File: src/rtl/branch_pkg.sv
// Shared definitions for the branch resolver: condition codes, FSM states, flag positions.
// Latency: n/a (definitions only).
// Backpressure: n/a.
package branch_pkg;

  // Branch condition codes as decoded from the instruction.
  localparam logic [2:0] COND_NE     = 3'b000;  // Z=0
  localparam logic [2:0] COND_EQ     = 3'b001;  // Z=1
  localparam logic [2:0] COND_GT     = 3'b010;  // Z=0 & N=0
  localparam logic [2:0] COND_LT     = 3'b011;  // N=1
  localparam logic [2:0] COND_GE     = 3'b100;  // Z=1 | (Z=0 & N=0)
  localparam logic [2:0] COND_LE     = 3'b101;  // N=1 | Z=1
  localparam logic [2:0] COND_OV     = 3'b110;  // V=1
  localparam logic [2:0] COND_UNCOND = 3'b111;  // always

  // Bit positions inside the {Z,V,N} flag vector.
  localparam int FLAG_Z = 2;
  localparam int FLAG_V = 1;
  localparam int FLAG_N = 0;

  // RUN: normal resolution. FLUSH: one bubble after a redirect, no resolution.
  typedef enum logic {
    RUN   = 1'b0,
    FLUSH = 1'b1
  } state_t;

endpackage

File: src/rtl/branch_cond_eval.sv
// Branch condition evaluator: cond code + {Z,V,N} flags -> cond_true.
// Latency: combinational, 0 cycles.
// Backpressure: none (pure function of its inputs).
// Ports: cond[2:0] condition code, flags[2:0] {Z,V,N}, cond_true result.
module branch_cond_eval
  import branch_pkg::*;
(
  input  logic [2:0] cond,
  input  logic [2:0] flags,
  output logic       cond_true
);

  logic z, v, n;

  assign z = flags[FLAG_Z];
  assign v = flags[FLAG_V];
  assign n = flags[FLAG_N];

  always_comb begin
    cond_true = 1'b0;
    case (cond)
      COND_NE:     cond_true = ~z;
      COND_EQ:     cond_true = z;
      COND_GT:     cond_true = ~z & ~n;
      COND_LT:     cond_true = n;
      COND_GE:     cond_true = z | (~z & ~n);
      COND_LE:     cond_true = n | z;
      COND_OV:     cond_true = v;
      COND_UNCOND: cond_true = 1'b1;
      default:     cond_true = 1'b0;
    endcase
  end

endmodule

File: src/rtl/branch_resolver.sv
// Decode-stage branch resolution: captures the fetch prediction, resolves in ID, trains BHT/BTB, flushes on mispredict.
// Latency: resolution, predictor writes and flush/redirect are combinational in the ID cycle (0 cycles).
// Backpressure: enable=0 stalls; all state holds and every write strobe and flush is suppressed.
// Ports: clk/rst_n; enable; IF_* fetch-side prediction; ID_* decode-side branch info;
//        IF_ID_PC_curr/bht_wen/actual_taken to the BHT; btb_wen/btb_target to the BTB;
//        mispredict/flush/redirect_PC to fetch; branch_count/mispredict_count statistics.
module branch_resolver
  import branch_pkg::*;
#(
  parameter int PC_W  = 16,
  parameter int IDX_W = 4,
  parameter int CNT_W = 16
) (
  input  logic             clk,
  input  logic             rst_n,
  input  logic             enable,
  input  logic [PC_W-1:0]  IF_PC_curr,
  input  logic             IF_valid,
  input  logic             IF_predicted_taken,
  input  logic [PC_W-1:0]  IF_predicted_target,
  input  logic             ID_is_branch,
  input  logic [2:0]       ID_cond,
  input  logic [2:0]       ID_flags,
  input  logic [PC_W-1:0]  ID_branch_target,
  input  logic [PC_W-1:0]  ID_PC_next,
  output logic [IDX_W-1:0] IF_ID_PC_curr,
  output logic             bht_wen,
  output logic             actual_taken,
  output logic             btb_wen,
  output logic [PC_W-1:0]  btb_target,
  output logic             mispredict,
  output logic             flush,
  output logic [PC_W-1:0]  redirect_PC,
  output logic [CNT_W-1:0] branch_count,
  output logic [CNT_W-1:0] mispredict_count
);

  // IF/ID holding register for the fetch-stage prediction.
  logic             cap_valid_q, cap_valid_d;
  logic [PC_W-1:0]  cap_pc_q, cap_pc_d;
  logic             cap_pred_q, cap_pred_d;
  logic [PC_W-1:0]  cap_target_q, cap_target_d;
  state_t           state_q, state_d;
  logic [CNT_W-1:0] branch_count_q, branch_count_d;
  logic [CNT_W-1:0] mispredict_count_q, mispredict_count_d;

  logic cond_true;
  logic resolve;
  logic target_diff;

  branch_cond_eval u_cond_eval (
    .cond      (ID_cond),
    .flags     (ID_flags),
    .cond_true (cond_true)
  );

  always_comb begin
    // FLUSH gates resolution so the bubble slot can never train or redirect twice.
    resolve      = enable & cap_valid_q & ID_is_branch & (state_q == RUN);
    actual_taken = resolve & cond_true;
    target_diff  = (cap_target_q != ID_branch_target);
    mispredict   = resolve & ((actual_taken != cap_pred_q) | (actual_taken & target_diff));
    bht_wen      = resolve;
    btb_wen      = resolve & actual_taken & target_diff;
    btb_target   = ID_branch_target;
    flush        = mispredict;
    redirect_PC  = '0;
    if (mispredict) begin
      redirect_PC = actual_taken ? ID_branch_target : ID_PC_next;
    end
    IF_ID_PC_curr    = cap_pc_q[IDX_W-1:0];
    branch_count     = branch_count_q;
    mispredict_count = mispredict_count_q;
  end

  always_comb begin
    cap_valid_d        = cap_valid_q;
    cap_pc_d           = cap_pc_q;
    cap_pred_d         = cap_pred_q;
    cap_target_d       = cap_target_q;
    state_d            = state_q;
    branch_count_d     = branch_count_q;
    mispredict_count_d = mispredict_count_q;

    if (enable) begin
      // A flush kills whatever fetch is presenting this cycle.
      cap_valid_d  = IF_valid & ~flush;
      cap_pc_d     = IF_PC_curr;
      cap_pred_d   = IF_predicted_taken;
      cap_target_d = IF_predicted_target;

      case (state_q)
        RUN:     if (mispredict) state_d = FLUSH;
        FLUSH:   state_d = RUN;
        default: state_d = RUN;
      endcase
    end

    // resolve/mispredict already include enable; counters stick at all-ones.
    if (resolve && (branch_count_q != '1)) begin
      branch_count_d = branch_count_q + CNT_W'(1);
    end
    if (mispredict && (mispredict_count_q != '1)) begin
      mispredict_count_d = mispredict_count_q + CNT_W'(1);
    end
  end

  always_ff @(posedge clk or negedge rst_n) begin
    if (!rst_n) begin
      cap_valid_q        <= 1'b0;
      cap_pc_q           <= '0;
      cap_pred_q         <= 1'b0;
      cap_target_q       <= '0;
      state_q            <= RUN;
      branch_count_q     <= '0;
      mispredict_count_q <= '0;
    end else begin
      cap_valid_q        <= cap_valid_d;
      cap_pc_q           <= cap_pc_d;
      cap_pred_q         <= cap_pred_d;
      cap_target_q       <= cap_target_d;
      state_q            <= state_d;
      branch_count_q     <= branch_count_d;
      mispredict_count_q <= mispredict_count_d;
    end
  end

endmodule
File: config.mk
export PLATFORM = sky130hd
export DESIGN_NAME = branch_resolver
export DESIGN_NICKNAME = d
export VERILOG_FILES = /design/src/rtl/branch_pkg.sv /design/src/rtl/branch_cond_eval.sv /design/src/rtl/branch_resolver.sv
export SDC_FILE = /design/constraint.sdc
export NUM_CORES = 1
export LEC_CHECK = 0
export ABC_CLOCK_PERIOD_IN_PS = 4900
export CAP_MARGIN = 25
export CORE_MARGIN = 1.5
export CORE_UTILIZATION = 32
export CTS_CLUSTER_SIZE = 8
export DETAILED_ROUTE_END_ITERATION = 10
export GPL_TIMING_DRIVEN = 0
export PLACE_DENSITY = 0.64
export SLEW_MARGIN = 10
export SYNTH_ARGS = -nofsm -noshare
export SYNTH_HDL_FRONTEND = slang
export SYNTH_SLANG_ARGS = --single-unit
File: constraint.sdc
create_clock -name clk -period 4.9 [get_ports clk]
set_clock_uncertainty 0.2 [all_clocks]
set_input_delay 0.98 -clock clk [delete_from_list [all_inputs] [get_ports clk]]
set_output_delay 0.98 -clock clk [all_outputs]
set_load 0.1 [all_outputs]
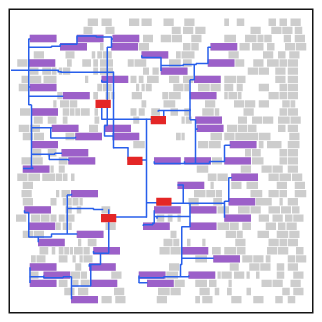
Run 1: clock wires, drivers and flops
(3 px per um)
Key: purple = flip-flops [count 55]; red = clock drivers [count 5]; blue = clock wires [length 687 um]
Position of the flops: widely spread. There are 6 routed clock nets.
Clk power: 261 uW
worst skew pair latency: 0.31 ns

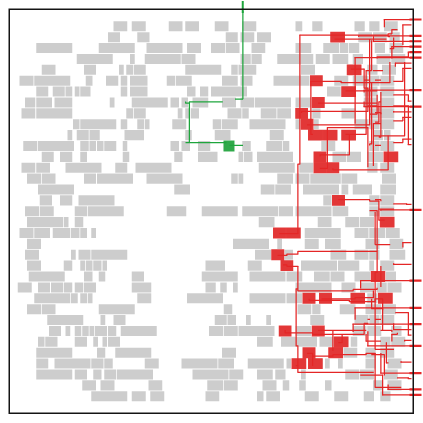
Run 1: I/O nets highlighted
(4 px per um)
Key: green = bht_wen [bits 1, direction output, end cells 1, buffers 1, wire 56.8 um]; red = ID_branch_target [bits 16, direction input, end cells 32, buffers 48, wire 1050 um]
# port buffers: 135
total I/O pin count: 149

==> impl_metrics.yaml, run 1 <==
# generated from flow reports
outcome:
  run_status: "completed"
setup_path:
  class_of_the_most_critical_setup_path: "in2out"
  crit_fanout: 10
  critical_path.most_common_cell: "sky130_fd_sc_hd__buf_6"
place:
  dp.cells: 546
detailed_routing:
  wl_per_cell_um: 14.91
  postRouteAntennaNets: 0
  num_vias: 2550
  detailroute.wirelength.met2_um: 3774
  drt-met1-wl_um: 3626
  drcViolationCount: 0
floorplan:
  well_tap_count: 129
  die_y_um: 100.6
  die_area_um2: 10130
  core_util_floorplan: 0.3301
cells_and_area:
  layout-area-overhead-vs-synth_pct: 53.61
  num-fill-cells: 858
  final_cell_mix: "sky130_fd_sc_hd__clkdlybuf4s50_1 (114), sky130_fd_sc_hd__dfrtp_1 (55), sky130_fd_sc_hd__buf_4 (28)"
  layout.non_clock_buffers: 163
  non_clock_buffer_area_fraction_after_layout: 0.3186
  seq_cell_count: 55
  layout.cells.most_common: "sky130_fd_sc_hd__clkdlybuf4s50_1"
  insertedDiodeCount: 0
  layout-drive-gt1-share: 0.2235
  final-comb-area_um2: 1543
  logic_gate_count: 195
  clock_buffers: 5
  inverters_excl_clock: 4
yosys:
  ys_sh_simple: 0.1669
  adder_share: 0.008203
  synth.yosys.num_cells: 282
  yosys-top-cells-count: "sky130_fd_sc_hd__dfrtp_1 (55), sky130_fd_sc_hd__mux2_2 (26), sky130_fd_sc_hd__xnor2_1 (23), sky130_fd_sc_hd__nor2_1 (20), sky130_fd_sc_hd__xor2_1 (19)"
  ys.warnings.count: 0
  synth_dominant_cell_count: "sky130_fd_sc_hd__dfrtp_1"
  yosys.stat.seqShare: 0.4512
  yosys.cell_types.count: 41
  aoi_share: 0.03363
  syn-cell-area_um2: 3050
sta:
  period_needed_ns: 4.763
  finalSetupViolations: 0
  finalWorstSetupSlack_ns: 0.1367
  rsz0062_at_grt: "false"
  final-hold-violation-count: 0
  tns_ns: 0
  report.final.slew_viol_count: 0
  maxClockFrequency_ghz: 0.2099
  worst_pin_slew_ns: 0.9860
global_route:
  grt_pass1_vias: 2552
  maximum_number_of_pins_on_one_net_before_global_route_repair: 56
  antenna_found_initial: 0
clock_tree:
  clock_tree.buffer_depth: 2
  clock_tree_from_tritoncts: "done"
  total_clock_sinks: 55
  clock-root-buffer: "sky130_fd_sc_hd__clkbuf_8"
power:
  fin_total_pwr_mw: 1.431
  pwr_density_cell_nw_per_um2: 305.3
min_path:
  worst_hold_path.num_cells: 1
job:
  max_cap_violations: 0
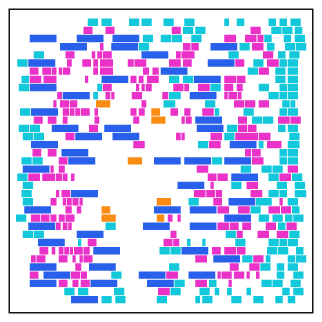
Run 1: cell classes on the final placement
(3 px per um)
Key: blue = flops [cells 55, share of their area 30%]; magenta = combinational and other logic [cells 199, share of their area 35%]; cyan = other buffers and delay cells [cells 163, share of their area 33%]; orange = clock drivers and dummy loads [cells 8, share of their area 2.1%]
flop share of the area: 0.2937
fin util: 0.5071
CORE AREA: 9240 um^2
standard-cell row count: 35
finished layout cell area: 4686 um^2

==> run 1: final timing paths <==
check | start | endpoint | slack, ns
worst max-delay path | ID_cond[1] | redirect_PC[12] | 0.14
worst min register to register | branch_count[9] | branch_count[9] | 0.30
min in group asynchronous | rst_n | mispredict_count[0] | 0.50
max in group asynchronous | rst_n | cap_target_q[11] | 3.54
worst min-delay path | branch_count[9] | branch_count[9] | 0.30
worst max register to register | branch_count[4] | branch_count[14] | 2.44
==> run 1: report_power, final <==
| group | internal, mW | switching [mW] |
|---|---|---|
| combinational | 0.191 | 0.429 |
| sequential | 0.501 | 0.0488 |
| clock | 0.103 | 0.158 |
Run 1, placement view:
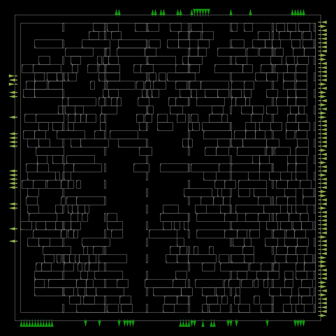

## Run 2: what changed since run 1
ABC_CLOCK_PERIOD_IN_PS = 5000   (was 4900)
GPL_TIMING_DRIVEN = not set   (was 0)
SYNTH_HIERARCHICAL = 1   (was not set)
clock period = 5 ns   (was 4.9 ns; I/O delays follow)
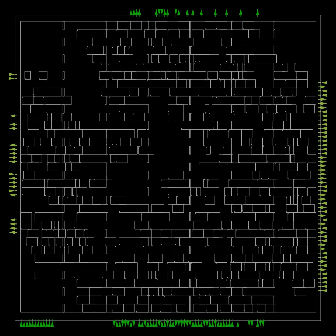
Run 2: placement view
fin util: 0.5163
CORE AREA: 9196 um^2
flop count: 55

==> impl_metrics.yaml, run 2 <==
# generated from flow reports
min_path:
  min_from: "mispredict_count[7]"
  holdPathEnd: "mispredict_count[7]"
cells_and_area:
  inverters_excl_clock: 9
  layout.non_clock_buffers: 142
  layout.cells.most_common: "sky130_fd_sc_hd__clkdlybuf4s50_1"
  clock_buffers: 7
  layout-drive-gt1-share: 0.2141
  final_cell_mix: "sky130_fd_sc_hd__clkdlybuf4s50_1 (98), sky130_fd_sc_hd__dfrtp_1 (55), sky130_fd_sc_hd__nand2_1 (52)"
  non_clock_buffer_area_fraction_after_layout: 0.3310
  final-comb-area_um2: 1524
  insertedDiodeCount: 0
  layout.cell_area.non_filler_um2: 4748
  num-fill-cells: 837
  seq-cell-share: 0.2899
yosys:
  yosys.stat.seqShare: 0.4570
  yosys.cell_types.count: 40
  synth_dominant_cell_count: "sky130_fd_sc_hd__dfrtp_1"
  yosys-top-cells-count: "sky130_fd_sc_hd__dfrtp_1 (55), sky130_fd_sc_hd__nand2_1 (52), sky130_fd_sc_hd__xor2_1 (36), sky130_fd_sc_hd__mux2_2 (23)"
  synth.yosys.num_cells: 302
  syn-cell-area_um2: 3012
  ys.warnings.count: 6
outcome:
  run_status: "completed"
detailed_routing:
  wl_per_cell_um: 14.92
  drcViolationCount: 0
  detailroute.wirelength.met2_um: 4020
  drt-met1-wl_um: 3376
  num_vias: 2604
sta:
  finalSetupViolations: 0
  rsz0062_at_grt: "false"
  finalWorstSetupSlack_ns: 0.4873
  worst_pin_slew_ns: 0.9950
  tns_ns: 0
  period_needed_ns: 4.513
  final-hold-violation-count: 0
  report.final.slew_viol_count: 0
setup_path:
  regToRegStartpoint: "cap_target_q[12]"
  cp_data_required_time_ns: 3.80
  crit_end: "redirect_PC[13]"
  reg2reg_capture_point: "mispredict_count[1]"
  class_of_the_most_critical_setup_path: "in2out"
  crit_fanout: 18
  critical_path.most_common_cell: "sky130_fd_sc_hd__nand2_1"
  timing.critical_path.from: "ID_cond[0]"
  ff2ff_setup_slack_ns: 2.33
global_route:
  grt_first_pass_wirelength_um: 12910
  antenna_found_initial: 0
  grt_pass1_vias: 2568
clock_tree:
  clock-root-buffer: "sky130_fd_sc_hd__clkbuf_8"
  clock_tree.buffer_depth: 2
  insertion_delay_ns: 0.30
  clock_tree_from_tritoncts: "done"
  total_clock_sinks: 55
floorplan:
  die_y_um: 100.0
  io_pins: 149
  fp-row-count: 35
  die_area_um2: 10000
  core_util_floorplan: 0.3275
power:
  pwr_density_cell_nw_per_um2: 304.8
  fin_total_pwr_mw: 1.447
job:
  max_cap_violations: 0
place:
  place.port_buffers: 136
## run 2: worst max-delay path, delay by kind of cell
kind                   cells  cell delay [ns]
buffers and inverters      3             1.16
and+or+nand+nor            3             0.58
muxes                      1             0.09
AOI/OAI and AO/OA          3             0.47
## run 2: logic make-up after synthesis
group | after synthesis | share of synthesized area
and+or+nand+nor | 111 | 0.1832
xor gates and xnor gates | 44 | 0.1280
adders and majority gates | 2 | 0.008308
AOI/OAI and AO/OA | 28 | 0.05526
muxes | 26 | 0.09763
DFF | 55 | 0.4570
buffers and inverters | 36 | 0.07063
## run 2: power breakdown
part	leakage, nW	switching [mW]	internal, mW
sequential	0.701	0.0535	0.493
clock	0.0505	0.143	0.126
combinational	1.28	0.440	0.191
Power and IR drop assume default switching activity.
